File: src/rtl/cmd_arbiter_if.sv
// cmd_arbiter_if
//   Bundles the two requester handshakes, the serial output pair and the
//   status outputs of cmd_arbiter.
//   slave  : arbiter side (takes req/cmd, drives ack, serial and status)
//   master : requester / observer side
interface cmd_arbiter_if;
    logic        req0;
    logic [7:0]  cmd0;
    logic        ack0;
    logic        req1;
    logic [7:0]  cmd1;
    logic        ack1;
    logic        data_out;
    logic        strobe_out;
    logic        busy;
    logic        grant_id;
    logic [15:0] sent_cnt;

    modport slave (
        input  req0, cmd0, req1, cmd1,
        output ack0, ack1, data_out, strobe_out, busy, grant_id, sent_cnt
    );

    modport master (
        output req0, cmd0, req1, cmd1,
        input  ack0, ack1, data_out, strobe_out, busy, grant_id, sent_cnt
    );
endinterface

File: src/rtl/cmd_arbiter.sv
// cmd_arbiter
//   Round-robin arbiter between two command requesters. The granted byte is
//   captured and serialized MSB first, BIT_CYCLES clocks per bit, with a
//   strobe in the first clock of each bit, followed by GAP idle clocks.
//   Ports:
//     clk  - single clock, rising edge
//     rst  - synchronous reset, active-high
//     bus  - cmd_arbiter_if.slave: req0/cmd0/ack0, req1/cmd1/ack1,
//            data_out, strobe_out, busy, grant_id, sent_cnt
//
//   state    | meaning
//   ---------+-------------------------------------------------------
//   ST_IDLE  | waiting for a request; serial outputs low
//   ST_SHIFT | shifting the captured byte out, 8*BIT_CYCLES clocks
//   ST_GAP   | inter-command gap, GAP clocks, serial outputs low
module cmd_arbiter #(
    parameter int BIT_CYCLES = 2,
    parameter int GAP        = 4
) (
    input  logic          clk,
    input  logic          rst,
    cmd_arbiter_if.slave  bus
);

    typedef enum logic [1:0] {
        ST_IDLE  = 2'd0,
        ST_SHIFT = 2'd1,
        ST_GAP   = 2'd2
    } state_t;

    localparam logic [3:0] BIT_TMR_LOAD = 4'(BIT_CYCLES - 1);
    localparam logic [7:0] GAP_TMR_LOAD = 8'(GAP - 1);

    state_t      state_q;
    state_t      state_d;
    logic [7:0]  shreg_q;
    logic [3:0]  bit_tmr_q;
    logic [2:0]  bit_cnt_q;
    logic [7:0]  gap_tmr_q;
    logic        grant_id_q;
    logic        last_grant_q;
    logic [15:0] sent_cnt_q;

    logic        any_req;
    logic        pick1;
    logic        bit_end;
    logic        last_bit;
    logic        gap_end;
    logic        in_shift;
    logic        bit_start;
    logic        first_cycle;

    // Requester 1 wins when alone, or on a tie when requester 0 went last.
    always_comb begin
        any_req  = bus.req0 | bus.req1;
        pick1    = bus.req1 & (~bus.req0 | ~last_grant_q);
        bit_end  = (bit_tmr_q == 4'd0);
        last_bit = (bit_cnt_q == 3'd0);
        gap_end  = (gap_tmr_q == 8'd0);
    end

    always_comb begin
        state_d = state_q;
        case (state_q)
            ST_IDLE:  if (any_req)            state_d = ST_SHIFT;
            ST_SHIFT: if (bit_end && last_bit) state_d = ST_GAP;
            ST_GAP:   if (gap_end)            state_d = ST_IDLE;
            default:                          state_d = ST_IDLE;
        endcase
    end

    always_ff @(posedge clk) begin
        if (rst) begin
            state_q <= ST_IDLE;
        end else begin
            state_q <= state_d;
        end
    end

    // Bit and gap timers are down-counters reloaded on entry and compared
    // against zero for their terminal count.
    always_ff @(posedge clk) begin
        if (rst) begin
            shreg_q      <= 8'd0;
            bit_tmr_q    <= 4'd0;
            bit_cnt_q    <= 3'd0;
            gap_tmr_q    <= 8'd0;
            grant_id_q   <= 1'b0;
            last_grant_q <= 1'b1;
            sent_cnt_q   <= 16'd0;
        end else begin
            case (state_q)
                ST_IDLE: begin
                    if (any_req) begin
                        shreg_q      <= pick1 ? bus.cmd1 : bus.cmd0;
                        grant_id_q   <= pick1;
                        last_grant_q <= pick1;
                        bit_tmr_q    <= BIT_TMR_LOAD;
                        bit_cnt_q    <= 3'd7;
                    end
                end
                ST_SHIFT: begin
                    if (bit_end) begin
                        bit_tmr_q <= BIT_TMR_LOAD;
                        shreg_q   <= {shreg_q[6:0], 1'b0};
                        if (last_bit) begin
                            gap_tmr_q  <= GAP_TMR_LOAD;
                            sent_cnt_q <= sent_cnt_q + 16'd1;
                        end else begin
                            bit_cnt_q <= bit_cnt_q - 3'd1;
                        end
                    end else begin
                        bit_tmr_q <= bit_tmr_q - 4'd1;
                    end
                end
                ST_GAP: begin
                    if (!gap_end) begin
                        gap_tmr_q <= gap_tmr_q - 8'd1;
                    end
                end
                default: ;
            endcase
        end
    end

    // Outputs are decoded from state, so reset forces them all low at once.
    always_comb begin
        in_shift    = (state_q == ST_SHIFT);
        bit_start   = in_shift && (bit_tmr_q == BIT_TMR_LOAD);
        first_cycle = bit_start && (bit_cnt_q == 3'd7);
    end

    assign bus.ack0       = first_cycle & ~grant_id_q;
    assign bus.ack1       = first_cycle &  grant_id_q;
    assign bus.data_out   = in_shift & shreg_q[7];
    assign bus.strobe_out = bit_start;
    assign bus.busy       = (state_q != ST_IDLE);
    assign bus.grant_id   = grant_id_q;
    assign bus.sent_cnt   = sent_cnt_q;

endmodule

File: src/flat_wrapper.sv
// flat-port wrapper written by rule: the top's interface ports become plain ports
module cmd_arbiter_flat 
#(
    parameter int BIT_CYCLES = 2,
    parameter int GAP        = 4
)
  (clk, rst, bus_req0, bus_cmd0, bus_req1, bus_cmd1, bus_ack0, bus_ack1, bus_data_out, bus_strobe_out, bus_busy, bus_grant_id, bus_sent_cnt);
  cmd_arbiter_if bus_i ();
  input  logic clk;
  input  logic rst;
  input wire logic [$bits(bus_i.req0)-1:0] bus_req0;
  input wire logic [$bits(bus_i.cmd0)-1:0] bus_cmd0;
  input wire logic [$bits(bus_i.req1)-1:0] bus_req1;
  input wire logic [$bits(bus_i.cmd1)-1:0] bus_cmd1;
  output wire logic [$bits(bus_i.ack0)-1:0] bus_ack0;
  output wire logic [$bits(bus_i.ack1)-1:0] bus_ack1;
  output wire logic [$bits(bus_i.data_out)-1:0] bus_data_out;
  output wire logic [$bits(bus_i.strobe_out)-1:0] bus_strobe_out;
  output wire logic [$bits(bus_i.busy)-1:0] bus_busy;
  output wire logic [$bits(bus_i.grant_id)-1:0] bus_grant_id;
  output wire logic [$bits(bus_i.sent_cnt)-1:0] bus_sent_cnt;
  assign bus_i.req0 = bus_req0;
  assign bus_i.cmd0 = bus_cmd0;
  assign bus_i.req1 = bus_req1;
  assign bus_i.cmd1 = bus_cmd1;
  assign bus_ack0 = bus_i.ack0;
  assign bus_ack1 = bus_i.ack1;
  assign bus_data_out = bus_i.data_out;
  assign bus_strobe_out = bus_i.strobe_out;
  assign bus_busy = bus_i.busy;
  assign bus_grant_id = bus_i.grant_id;
  assign bus_sent_cnt = bus_i.sent_cnt;
  cmd_arbiter #(.BIT_CYCLES(BIT_CYCLES), .GAP(GAP)) u_core (.clk(clk), .rst(rst), .bus(bus_i));
endmodule
File: config.mk
export PLATFORM = sky130hd
export DESIGN_NAME = cmd_arbiter_flat
export DESIGN_NICKNAME = d
export VERILOG_FILES = /design/src/rtl/cmd_arbiter_if.sv /design/src/rtl/cmd_arbiter.sv /design/src/flat_wrapper.sv
export SDC_FILE = /design/constraint.sdc
export NUM_CORES = 1
export LEC_CHECK = 0
export ABC_AREA = 1
export CAP_MARGIN = 20
export CORE_MARGIN = 5
export CORE_UTILIZATION = 47
export CTS_CLUSTER_DIAMETER = 30
export DETAILED_ROUTE_END_ITERATION = 10
export GPL_TIMING_DRIVEN = 0
export PLACE_DENSITY = 0.86
export SKIP_LAST_GASP = 1
export SLEW_MARGIN = 20
export SYNTH_ARGS = -nofsm -noshare
export SYNTH_HDL_FRONTEND = slang
export SYNTH_SLANG_ARGS = --single-unit
File: constraint.sdc
create_clock -name clk -period 1.3 [get_ports clk]
set_input_delay 0.26 -clock clk [delete_from_list [all_inputs] [get_ports clk]]
set_output_delay 0.26 -clock clk [all_outputs]
set_load 0.005 [all_outputs]
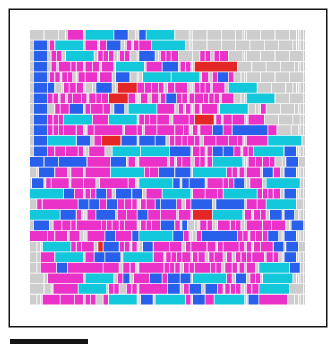
class_map.png
The bar under the picture is 20 um long. Fill, decap, tap and diode cells in gray.
Key: remaining buffers and delay cells = blue [cells 95]; remaining logic cells = magenta [cells 322]; clock drivers and dummy loads = red [cells 7]; registers = cyan [cells 43]

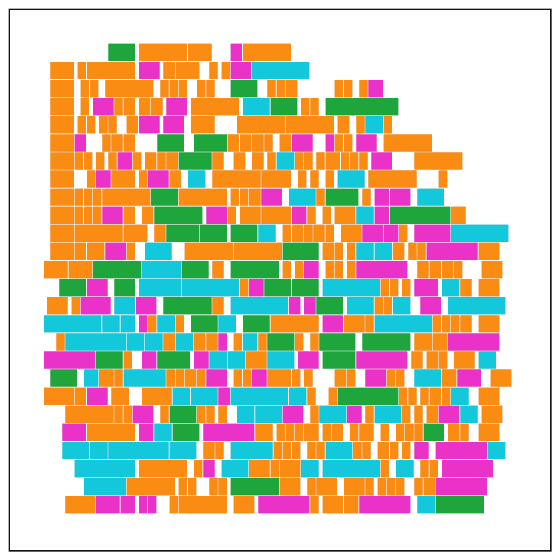
sizing.png
Key: x3 and x4 = cyan [cells 67, most used buf_4]; x6 and larger = green [cells 39, most used buf_6]; x2 = magenta [cells 71, most used a21oi_2]; x1 and smaller = orange [cells 290, most used nand2_1]

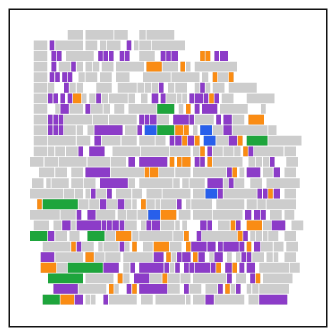
gates.png
Key: xor and xnor cells = blue [cells 5]; nor cells = orange [cells 51]; fa/ha/maj cells = green [cells 9]; nand cells = purple [cells 145]
final cell count without fillers: 537
multi-input combinational area share: 44.2%
most common library cell in the layout ignoring fill and taps: sky130_fd_sc_hd__nand2_1

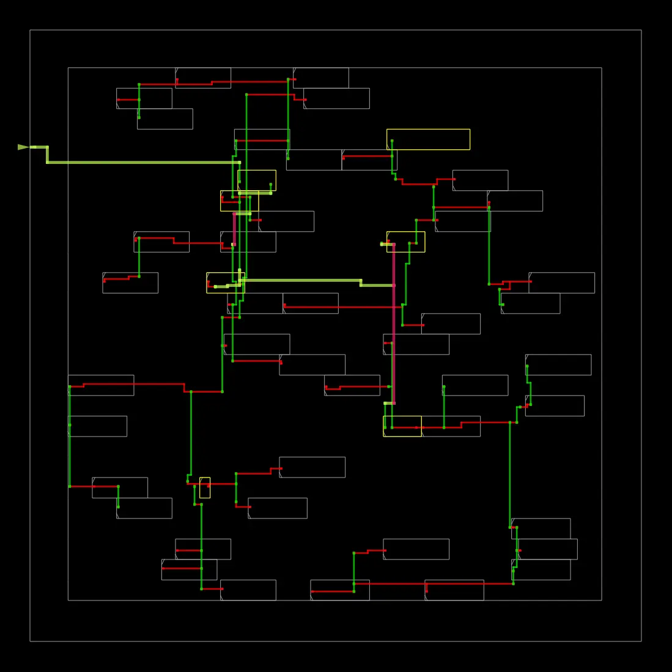
clock_nets.png
clock buffers: 6
skew final: 0.0137 ns
CTS Buf Count: 5
clock sink total: 43
Clock Latency Late Sink: 0.30 ns

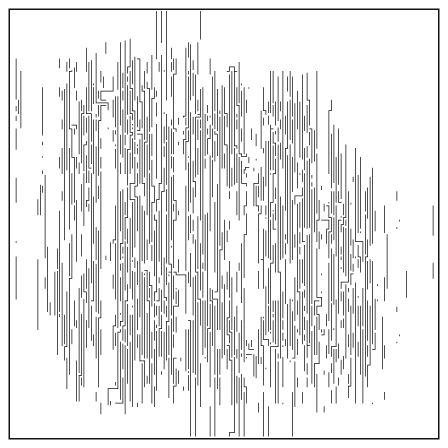
m2.png
The longest straight run is 43.9 um. The layer carries 4800 um of wire.
vias after detailed routing: 3124
detailed-route wire length: 9600 um
M2 GR Usage: 37.2%

==> flow_summary.ini <==
; generated from flow reports
[status]
status = complete, but fails checks
failed_checks = setup timing

[layout]
filler_cell_count = 322
nMultiInputCombCells = 277
register_share_of_the_cell_area_pct = 22.9
finish.utilization_pct = 79.4
layout.non_clock_inverters = 45
nNetsFinal = 496
drive_above_1_share_pct = 37.9
dominant_cells = logic gates

[place]
place_inst = 482

[power]
internal_power_mw = 3.15
combinationalPowerShare_pct = 47.8
total_leakage_power_nw = 1.76
clock_power_share_pct = 20.3

[die]
core_um2 = 5010
rows = 26
dieArea_um2 = 6590
fp-utilization_pct = 47.5
die_w_um = 81.2
die_h_um = 81.2

[detailed_routing]
first_pass_iters = 6
routed.top_layer = met4
met2WireLength_um = 4800
viasPerCell = 5.82
drt_initial_violations = 320
antenna_violating_nets_post_route = 0

[synth]
synthesis.yosys.warnings = 0
mux_share_of_post_synthesis_cell_area_pct = 0
top_logic_kind = simple AND/OR/NAND/NOR gates
yosys.area_share.xor_xnor_pct = 1.84
synth.cell_area_um2 = 2380
yosys.area.top_type = sky130_fd_sc_hd__dfxtp_1
yosys.stat.chipArea_um2 = 2380
synthMostInstantiatedCell = sky130_fd_sc_hd__nand2_1

[cts]
cts.clk_slew.worst_paths_ns = 0.09
clock_tree_from_tritoncts = yes
clock_path_buffers = 2
hold_buffers = 0
clock_tree.htree_level_count = 2
clock-root-buffer = sky130_fd_sc_hd__clkbuf_8

[sta]
relative_slew_slack_pct = 52.4
post-route-period-util_pct = 137
final_critical_path_setup_slack_ns = -0.484
report.final.setup_viol = 47
slew_viol_final = 0

[worst_setup_path]
timing.reg2reg.worst_path_depth = 10
start_of_the_worst_register_to_register_path = u_core.bit_cnt_q[0]
regToRegSetupSlack_ns = -0.36
timing.critical_path.required_ns = 1.04
worstPathMaxFanout = 2
critical_path.reg2reg.endpoint = u_core.gap_tmr_q[3]
crit_path_cell_trace = inv_4 -> ha_4 -> nand3_4 -> nor2_4 -> buf_6 -> nand3_4 -> nor2_1 -> buf_2

[global_route]
wire_length_of_the_first_global_routing_pass_um = 10800
vias_in_the_first_global_route = 2454

[worst_hold_path]
holdCritPathClass = flip-flop to flip-flop
power by group through the flow:
stage / combinational, mW / clock, mW / sequential [mW]
floorplan: 0.917 / 0 / 1.60
global placement: 1.21 / 0 / 1.61
detailed placement: 1.24 / 0 / 1.62
CTS: 1.51 / 1.03 / 1.59
global route: 2.63 / 1.11 / 1.68
finish: 2.49 / 1.06 / 1.66
worst max path at each step:
stage,from,to,slack [ns],depth (start not counted)
floorplan,u_core.bit_cnt_q[0],u_core.bus.sent_cnt[4],0.002,9
global placement,bus_req0,u_core.bit_cnt_q[1],-0.59,9
detailed placement,bus_req1,u_core.bit_cnt_q[1],-0.56,9
CTS,u_core.bit_tmr_q[1],bus_ack1,-0.34,8
global route,u_core.bit_tmr_q[1],bus_ack0,-0.52,8
finish,u_core.bit_tmr_q[1],bus_ack0,-0.48,8
No activity file was given, so power comes from the tool's default toggle rates.
